===== src/rtl/unified_mem_arbiter.sv =====
// Arbiter sharing one single-port unified memory between instruction fetch and
// load/store, with round-robin fairness on conflict and one-cycle valid pulses.
module unified_mem_arbiter #(
  parameter int ADDR_W  = 9,
  parameter int DATA_W  = 32,
  parameter int MEM_LAT = 1
) (
  input  logic              clk,
  input  logic              reset,
  input  logic              if_req,
  input  logic [ADDR_W-1:0] if_addr,
  output logic [DATA_W-1:0] if_rdata,
  output logic              if_valid,
  output logic              if_stall,
  input  logic              dm_rd,
  input  logic              dm_wr,
  input  logic [ADDR_W-1:0] dm_addr,
  input  logic [DATA_W-1:0] dm_wdata,
  input  logic [2:0]        dm_funct3,
  output logic [DATA_W-1:0] dm_rdata,
  output logic              dm_valid,
  output logic              dm_stall,
  output logic              mem_en,
  output logic              mem_we,
  output logic [ADDR_W-1:0] mem_addr,
  output logic [DATA_W-1:0] mem_wdata,
  output logic [2:0]        mem_funct3,
  input  logic [DATA_W-1:0] mem_rdata
);

  localparam int CNT_W = (MEM_LAT > 1) ? $clog2(MEM_LAT) : 1;

  typedef enum logic [1:0] {IDLE, ISSUE, WAIT, DONE} state_t;

  state_t           state;
  logic [CNT_W-1:0] cnt;
  logic             last_dm;
  logic             grant_dm;
  logic             grant_wr;
  logic             dm_req;
  logic             pick_dm;

  // On conflict the port opposite the previous grant wins
  always_comb begin
    dm_req   = dm_rd | dm_wr;
    pick_dm  = dm_req & (~if_req | ~last_dm);
    if_stall = ~reset & if_req & ~if_valid;
    dm_stall = ~reset & dm_req & ~dm_valid;
  end

  always_ff @(posedge clk) begin
    if (reset) begin
      state      <= IDLE;
      cnt        <= '0;
      last_dm    <= 1'b0;
      grant_dm   <= 1'b0;
      grant_wr   <= 1'b0;
      mem_en     <= 1'b0;
      mem_we     <= 1'b0;
      mem_addr   <= '0;
      mem_wdata  <= '0;
      mem_funct3 <= '0;
      if_valid   <= 1'b0;
      dm_valid   <= 1'b0;
      if_rdata   <= '0;
      dm_rdata   <= '0;
    end else begin
      if_valid <= 1'b0;
      dm_valid <= 1'b0;
      case (state)
        IDLE: begin
          if (if_req | dm_req) begin
            state      <= ISSUE;
            cnt        <= '0;
            grant_dm   <= pick_dm;
            grant_wr   <= pick_dm & dm_wr;
            last_dm    <= pick_dm;
            mem_en     <= 1'b1;
            mem_we     <= pick_dm & dm_wr;
            mem_addr   <= pick_dm ? dm_addr : if_addr;
            mem_wdata  <= pick_dm ? dm_wdata : '0;
            mem_funct3 <= pick_dm ? dm_funct3 : 3'b010;
          end
        end
        ISSUE: begin
          state      <= WAIT;
          cnt        <= '0;
          mem_en     <= 1'b0;
          mem_we     <= 1'b0;
          mem_addr   <= '0;
          mem_wdata  <= '0;
          mem_funct3 <= '0;
        end
        WAIT: begin
          // Capture and valid are registered together so valid lands in DONE
          if (cnt == CNT_W'(MEM_LAT - 1)) begin
            state <= DONE;
            if (grant_dm) begin
              dm_valid <= 1'b1;
              if (!grant_wr) dm_rdata <= mem_rdata;
            end else begin
              if_valid <= 1'b1;
              if_rdata <= mem_rdata;
            end
          end else begin
            cnt <= cnt + CNT_W'(1);
          end
        end
        DONE: state <= IDLE;
        default: state <= IDLE;
      endcase
    end
  end

endmodule

===== config.mk =====
export PLATFORM = sky130hd
export DESIGN_NAME = unified_mem_arbiter
export DESIGN_NICKNAME = d
export VERILOG_FILES = /design/src/rtl/unified_mem_arbiter.sv
export SDC_FILE = /design/constraint.sdc
export NUM_CORES = 1
export LEC_CHECK = 0
export CAP_MARGIN = 10
export CORE_AREA = 2 2 155 81
export CTS_BUF_LIST = sky130_fd_sc_hd__clkbuf_4
export DETAILED_ROUTE_END_ITERATION = 10
export DIE_AREA = 0 0 157 83
export GPL_TIMING_DRIVEN = 0
export PLACE_DENSITY = 0.71
export SYNTH_ARGS = -nofsm -noshare
export SYNTH_HDL_FRONTEND = slang
export SYNTH_SLANG_ARGS = --single-unit

===== constraint.sdc =====
create_clock -name clk -period 3.75 [get_ports clk]
set_input_delay 1.125 -clock clk [delete_from_list [all_inputs] [get_ports clk]]
set_output_delay 1.125 -clock clk [all_outputs]
set_load 0.01 [all_outputs]

==> ci_impl_report.md <==
## PnR job results

| Metric | Value |
|---|---|
| Routability cong. | 0.815 |
| Initial antenna violation count | 0 |
| Worst r2r dst | mem_wdata[13] |
| Hold Fails Final Rpt | 0 |
| Hold Path Class | flop to flop |
| Clk pwr share | 0.200 |
| Critical path, cell by cell | clkdlybuf4s50_1 > clkbuf_4 > clkbuf_4 > nor3b_1 > dlygate4sd2_1 |
| H-tree levels | 4 |
| Yosys Warn Count | 0 |
| Finish-stage setup viols | 0 |
| Max Cap Viol | 0 |
| Cell Type Count | 28 |
| Met1 usage | 0.268 |
| Outcome | completed |
| Flop+latch power | 1.57 mW |
| Pwr Density | 551 nW/µm² |
| Crit path depth | 5 |
| Gate Count Post-Synth | 433 |
| Total chip power | 3.57 mW |
| Met1 wire length | 6.03 mm |
| Layout cell share with drive strength beyond 1 | 0.0631 |
| Placed Area | 6270 µm² |
| CP bufs+invs | 4 |
cell usage in the layout, fill, tap and decap left out, types with 2 or more instances in the layout:
cell type	n
nand2b_1	2
dfxtp_1	116
buf_1	2
clkinv_1	2
clkinvlp_4	3
ha_1	3
buf_2	5
o2bb2ai_1	11
clkdlybuf4s50_1	201
buf_6	4
nand2_1	130
clkbuf_4	20
and3b_1	2
clkinv_2	6
clkbuf_1	22
nor3b_1	2
nor2_1	8
inv_1	2
a21oi_1	64
mux2i_1	10
dlygate4sd2_1	2
a22o_1	34
nor3_1	2
a311oi_1	2
through the flow:
stage | hold slack [ns] | cells | worst slack [ns]
floorplan | 0.459 | 433 | 0.741
global placement | 0.440 | 801 | -0.554
detailed placement | 0.440 | 801 | -0.598
CTS | 0.462 | 831 | 0.0921
global route | 0.477 | 831 | 0.0606
finish | 0.460 | 831 | 0.109
synthesized netlist by cell type:
library cell    n  area [µm²]
mux2i_1        10         100
inv_1           2        7.51
a32oi_1         1        8.76
dfxtp_1       116        2320
o21ai_0         1        5.00
or4b_4          1        13.8
a22o_1         34         298
buf_6           4        45.0
ha_1            3        37.5
nor3b_1         2        15.0
o2bb2ai_1      11        96.3
nor2_1          8        30.0
nor3_1          2        10.0
clkbuf_1       24        90.1
o21a_1          1        7.51
a21oi_4         1        16.3
a311oi_1        2        17.5
nand2_1       130         488
a21bo_1         1        10.0
nor2b_1         1        6.26
and3b_1         2        17.5
a21oi_1        64         320
buf_2           5        25.0
nand3b_1        1        7.51
nand2b_1        2        12.5
buf_1           2        7.51
or2_2           1        6.26
a32o_1          1        10.0
layer_met1.png
The bar under the picture is 50 µm long.
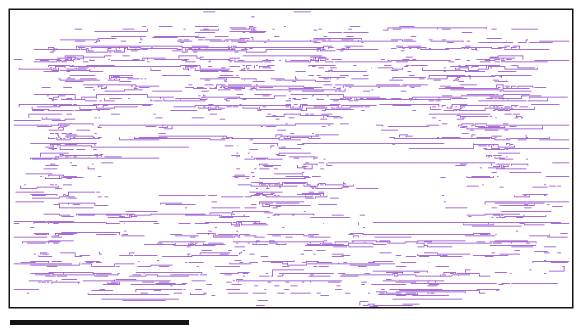
main direction: horizontal
nets with wire on the layer: 661
wire length on this layer: 6,030 µm
longest straight run: 54.7 µm
share of all routed wire: 48%

layer_met2.png
The bar under the picture is 50 µm long. Cells faint in the background.
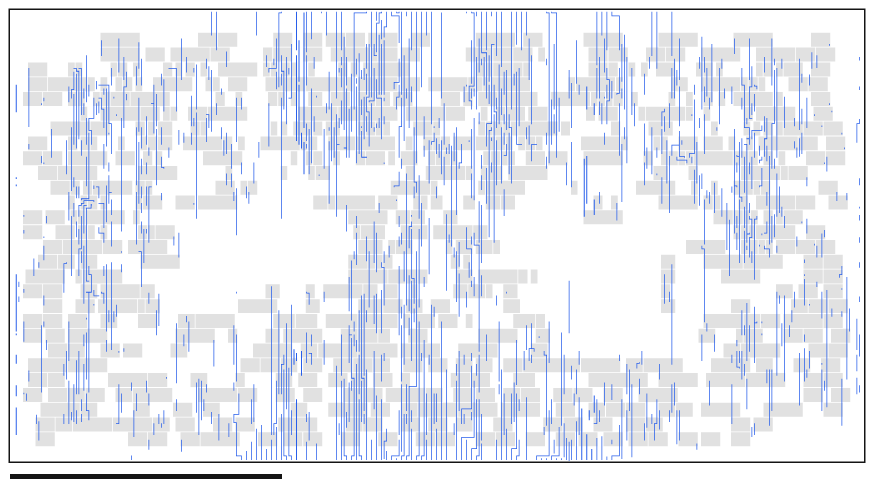
main direction: vertical
nets with wire on the layer: 650
wire length on this layer: 5,090 µm
share of all routed wire: 41%

Power is estimated from default activity; no workload was simulated.
